[src/rtl/exunit_alu_pipe.sv]
// -----------------------------------------------------------------------------
// exunit_alu_pipe
//   Integer ALU execution unit. The result is computed combinationally in the
//   issue cycle (stage 0), carried with its tag through LAT-1 registered stages
//   and written into a DEPTH-entry result FIFO. The FIFO head is offered to the
//   writeback arbiter over a valid/ready handshake. Issue credits (one per
//   accepted-but-not-popped op) throttle the reservation station so the FIFO
//   can never overflow.
//
// Ports
//   clk, rst_n        clock, synchronous active-low reset
//   o_inaccessable    1 = issue not accepted this cycle (all credits in use)
//   i_is_vld          issue valid
//   i_op_sel          ALU op (0 ADD .. 10 PASS src2, 11-15 -> 0)
//   i_src1_sel        src1: 0 rs1, 1 pc, 2/3 zero
//   i_src2_sel        src2: 0 rs2, 1 imm, 2 constant 4, 3 zero
//   i_rs1/i_pc/i_rs2/i_imm   operands
//   i_tag             destination tag, carried unmodified
//   i_kill            flush all in-flight and buffered work
//   o_exfin           result valid (FIFO head)
//   o_exfin_res/tag   head result and tag (0 when o_exfin=0)
//   i_exfin_rdy       writeback accepts head this cycle
// -----------------------------------------------------------------------------
module exunit_alu_pipe #(
    parameter int DATA_W = 32,
    parameter int TAG_W  = 6,
    parameter int LAT    = 1,
    parameter int DEPTH  = 2
) (
    input  logic              clk,
    input  logic              rst_n,
    output logic              o_inaccessable,
    input  logic              i_is_vld,
    input  logic [3:0]        i_op_sel,
    input  logic [1:0]        i_src1_sel,
    input  logic [1:0]        i_src2_sel,
    input  logic [DATA_W-1:0] i_rs1,
    input  logic [DATA_W-1:0] i_pc,
    input  logic [DATA_W-1:0] i_rs2,
    input  logic [DATA_W-1:0] i_imm,
    input  logic [TAG_W-1:0]  i_tag,
    input  logic              i_kill,
    output logic              o_exfin,
    output logic [DATA_W-1:0] o_exfin_res,
    output logic [TAG_W-1:0]  o_exfin_tag,
    input  logic              i_exfin_rdy
);

    localparam int SHW = $clog2(DATA_W);
    localparam int CW  = $clog2(DEPTH + 1);
    localparam int PW  = (DEPTH > 1) ? $clog2(DEPTH) : 1;

    // Reset and kill have identical effect and both win over accept/pop.
    logic clr;
    assign clr = !rst_n || i_kill;

    logic [CW-1:0] cred_q, cred_d;
    logic          accept;

    assign o_inaccessable = (cred_q == CW'(DEPTH));
    assign accept         = i_is_vld && !o_inaccessable;

    // ---------------------------------------------------------------- stage 0
    logic [DATA_W-1:0] src1, src2, alu_res;
    logic [SHW-1:0]    shamt;

    always_comb begin
        // NOTE: every combinational output gets a default first so no path
        // through the case statements leaves it unassigned (no latch).
        src1 = '0;
        src2 = '0;
        case (i_src1_sel)
            2'd0:    src1 = i_rs1;
            2'd1:    src1 = i_pc;
            default: src1 = '0;
        endcase
        case (i_src2_sel)
            2'd0:    src2 = i_rs2;
            2'd1:    src2 = i_imm;
            2'd2:    src2 = DATA_W'(4);
            default: src2 = '0;
        endcase
    end

    assign shamt = src2[SHW-1:0];

    always_comb begin
        alu_res = '0;
        case (i_op_sel)
            4'd0:    alu_res = src1 + src2;
            4'd1:    alu_res = src1 - src2;
            4'd2:    alu_res = src1 << shamt;
            4'd3:    alu_res = {{(DATA_W-1){1'b0}}, ($signed(src1) < $signed(src2))};
            4'd4:    alu_res = {{(DATA_W-1){1'b0}}, (src1 < src2)};
            4'd5:    alu_res = src1 ^ src2;
            4'd6:    alu_res = src1 >> shamt;
            4'd7:    alu_res = $unsigned($signed(src1) >>> shamt);
            4'd8:    alu_res = src1 | src2;
            4'd9:    alu_res = src1 & src2;
            4'd10:   alu_res = src2;
            default: alu_res = '0;
        endcase
    end

    // ------------------------------------------------------- stages 1..LAT-1
    logic              wr_vld;
    logic [DATA_W-1:0] wr_res;
    logic [TAG_W-1:0]  wr_tag;

    if (LAT == 1) begin : g_nopipe
        // Single-cycle unit: stage 0 writes the FIFO directly.
        assign wr_vld = accept;
        assign wr_res = alu_res;
        assign wr_tag = i_tag;
    end else begin : g_pipe
        logic [LAT-2:0]    vld_q;
        logic [DATA_W-1:0] res_q [LAT-1];
        logic [TAG_W-1:0]  tag_q [LAT-1];

        always_ff @(posedge clk) begin
            // NOTE: sequential state uses non-blocking assignments so every
            // stage samples its predecessor's pre-edge value.
            if (clr) begin
                vld_q <= '0;
            end else begin
                vld_q[0] <= accept;
                for (int k = 1; k < LAT - 1; k++) vld_q[k] <= vld_q[k-1];
            end
        end

        // Payload is qualified by vld_q and needs no reset.
        always_ff @(posedge clk) begin
            res_q[0] <= alu_res;
            tag_q[0] <= i_tag;
            for (int k = 1; k < LAT - 1; k++) begin
                res_q[k] <= res_q[k-1];
                tag_q[k] <= tag_q[k-1];
            end
        end

        assign wr_vld = vld_q[LAT-2];
        assign wr_res = res_q[LAT-2];
        assign wr_tag = tag_q[LAT-2];
    end

    // ------------------------------------------------------------ result FIFO
    logic [DATA_W-1:0] mem_res_q [DEPTH];
    logic [TAG_W-1:0]  mem_tag_q [DEPTH];
    logic [PW-1:0]     wr_ptr_q, wr_ptr_d, rd_ptr_q, rd_ptr_d;
    logic [CW-1:0]     fcnt_q, fcnt_d;
    logic              pop;

    function automatic logic [PW-1:0] ptr_inc(input logic [PW-1:0] p);
        return (p == PW'(DEPTH - 1)) ? '0 : p + 1'b1;
    endfunction

    assign o_exfin = (fcnt_q != '0);
    assign pop     = o_exfin && i_exfin_rdy;

    always_comb begin
        wr_ptr_d = wr_ptr_q;
        rd_ptr_d = rd_ptr_q;
        fcnt_d   = fcnt_q;
        cred_d   = cred_q;
        if (wr_vld) wr_ptr_d = ptr_inc(wr_ptr_q);
        if (pop)    rd_ptr_d = ptr_inc(rd_ptr_q);
        case ({wr_vld, pop})
            2'b10:   fcnt_d = fcnt_q + 1'b1;
            2'b01:   fcnt_d = fcnt_q - 1'b1;
            default: fcnt_d = fcnt_q;
        endcase
        case ({accept, pop})
            2'b10:   cred_d = cred_q + 1'b1;
            2'b01:   cred_d = cred_q - 1'b1;
            default: cred_d = cred_q;
        endcase
    end

    always_ff @(posedge clk) begin
        if (clr) begin
            wr_ptr_q <= '0;
            rd_ptr_q <= '0;
            fcnt_q   <= '0;
            cred_q   <= '0;
        end else begin
            wr_ptr_q <= wr_ptr_d;
            rd_ptr_q <= rd_ptr_d;
            fcnt_q   <= fcnt_d;
            cred_q   <= cred_d;
        end
    end

    // NOTE: storage array is deliberately not reset; entries are only read
    // while counted valid and the outputs are masked otherwise.
    always_ff @(posedge clk) begin
        if (wr_vld) begin
            mem_res_q[wr_ptr_q] <= wr_res;
            mem_tag_q[wr_ptr_q] <= wr_tag;
        end
    end

    assign o_exfin_res = o_exfin ? mem_res_q[rd_ptr_q] : '0;
    assign o_exfin_tag = o_exfin ? mem_tag_q[rd_ptr_q] : '0;

endmodule

[config.mk]
export PLATFORM = sky130hd
export DESIGN_NAME = exunit_alu_pipe
export DESIGN_NICKNAME = d
export VERILOG_FILES = /design/src/rtl/exunit_alu_pipe.sv
export SDC_FILE = /design/constraint.sdc
export NUM_CORES = 1
export LEC_CHECK = 0
export ABC_AREA = 0
export CAP_MARGIN = 20
export CORE_UTILIZATION = 40
export DETAILED_ROUTE_END_ITERATION = 8
export PLACE_DENSITY = 0.71
export SYNTH_ARGS = -nofsm -noshare
export SYNTH_HDL_FRONTEND = slang
export SYNTH_SLANG_ARGS = --single-unit
[constraint.sdc]
create_clock -name clk -period 9.7 [get_ports clk]
set_input_delay 1.455 -clock clk [delete_from_list [all_inputs] [get_ports clk]]
set_output_delay 1.455 -clock clk [all_outputs]
set_load 0.005 [all_outputs]
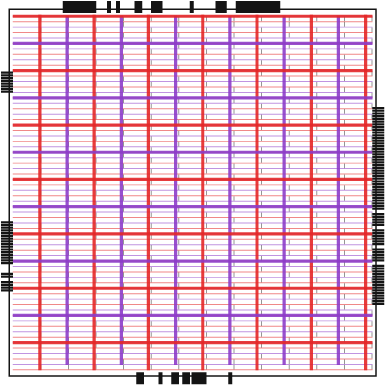
Figure 1: supply network.
Scale: 2 px per um. Pins as bars on the die edge. Tap cells in gray.
VDD: shown in purple. VSS: shown in red.
187 signal pins sit on the boundary. 13 straps on met4.

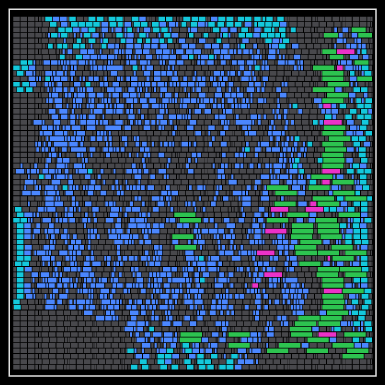
Figure 2: cell classes on the final placement.
Scale: 2 px per um. Fill, decap, tap and diode cells in gray.
combinational and other logic: shown in blue, cells 1512, share of their area 67%. clock drivers and dummy loads: shown in magenta, cells 16, share of their area 2.0%. remaining buffers and delay cells: shown in cyan, cells 238, share of their area 15%. sequential cells: shown in green, cells 83, share of their area 16%.
core footprint: 31800 sq um
# rows: 65

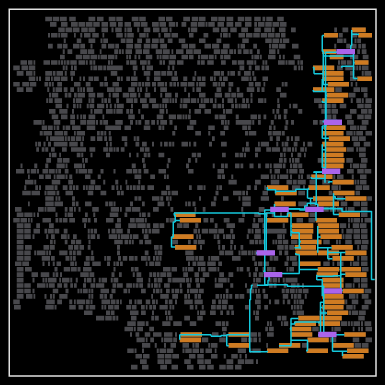
Figure 3: clock network drawn from the DEF.
Scale: 2 px per um.
clock drivers: shown in purple, count 9. clock wires: shown in cyan, length 1020 um. flip-flops: shown in orange, count 83.
There are 10 routed clock nets. Position of the flops: a vertical strip on the right.

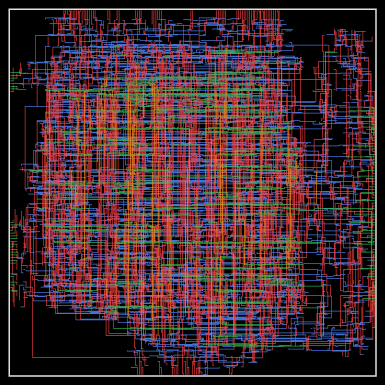
Figure 4: metal layers overlaid.
Scale: 2 px per um.
metal 2: shown in red, wire length 25.2 mm. metal 3: shown in green, wire length 5330 um. metal 1: shown in blue, wire length 23.6 mm. metal 4: shown in orange, wire length 3160 um.
GRT Total Usage: 33.6%
DR WL/cell: 25.1 um
final wirelength: 57300 um
via count: 14500

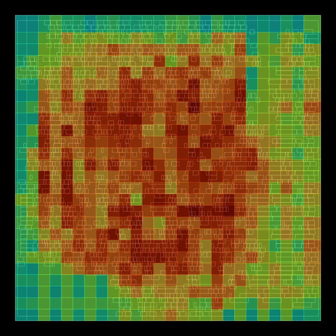
Figure 5: routing congestion map.
final core utilization: 49.1%
M2 GR Usage: 52.9%
grt peak-use layer: met2
met3 GRT Util: 5.27%
met1 usage: 44.3%

==> changes_impl.md <==
### Changed

* Adder share at 9.89%
* Vias per cell at 6.37
* Worst Setup SP: i_src2_sel[0]
* Initial drt markers at 1674
* Share of synthesized registers carrying an async set or reset at 0%
* Most common cell in the netlist: nor2_1
* Hold Crit Start: cred_q[1]$_SDFFE_PP0P_
* First-pass GRT wire length at 84900 um
* Xor/xnor share at 0.671%
* Setup violators final at 0
* Clk_skew at around 0.011 ns
* Yosys Warn Count at 0
* Hold Crit Class: register to register
* Critical R2R Launch: fcnt_q[0]$_SDFFE_PP0P_
* Unrepaired setup endpoints after global routing: false
* Post-route ant nets at 0
* Top flop regs: mem_res_q (64), mem_tag_q (12)
* Logic cell area at between 9000 and 10000 sq um
* Hold path endpoint: cred_q[1]$_SDFFE_PP0P_
* Status: complete, no violations
* Crit path capture type: register
* Setup crit end: mem_res_q[0][26]$_DFFE_PP_
* Max IR drop VDD at 0.0000797 V
* Max power group: combinational logic
* Seq. pwr at 437 uW
* Ant diodes at 0
* Pwr dens at between 100 and 150 nW/um^2
* Top cell excl fill/tap: mux2i_1
* Final hold vios at 0
* Synth Flop Type: edfxtp_1
* Fillers at approximately 3100
* Worst path cell trace: buf_2 > buf_4 > mux2i_1 > nor2_4 > inv_2 > buf_4 > fa_1 > nor3b_1 > o311ai_1 > a211oi_1 > o21ai_1 > and2_1 > o21a_1 > o41ai_1 > a21oi_1 > a211oi_1 > o21ai_0
* P_int at 945 uW
* Biggest register: mem_res_q
* Max_cap viols at 0
* Setup crit start kind: input port
* Tmin final at roughly 6.4 ns
* Power consumption at 1630 uW
* H-tree levels at 3
* Sw Ratio at 42.1%
kinds of logic (layout without fill, tap and decap cells):
group           Yosys count  count (layout)
mux                     231             231
simple gates            549             549
buf+inv                 225             347
xor+xnor                 10              10
compound gates          527             527
flops                    83              83
fa+ha+maj               102             102
area by class of cell:
type	count	share of cell area, %
inverters	93	2.24
repair buffers	238	14.3
well taps	435	3.49
clock inverters	7	0.529
multi-input cells	1419	62.4
flip-flops and latches	83	15.5
clock buffers	9	1.44
per-layer routing:
metal  up-vias  track usage (%)  part of all wire (%)
met2       840             52.9                    44
met5         -                0                     0
met3       172             5.27                   9.3
li1       6631                -                     -
met1      6897             44.3                    41
met4         0             17.4                   5.5
Power is estimated from default activity; no workload was simulated.
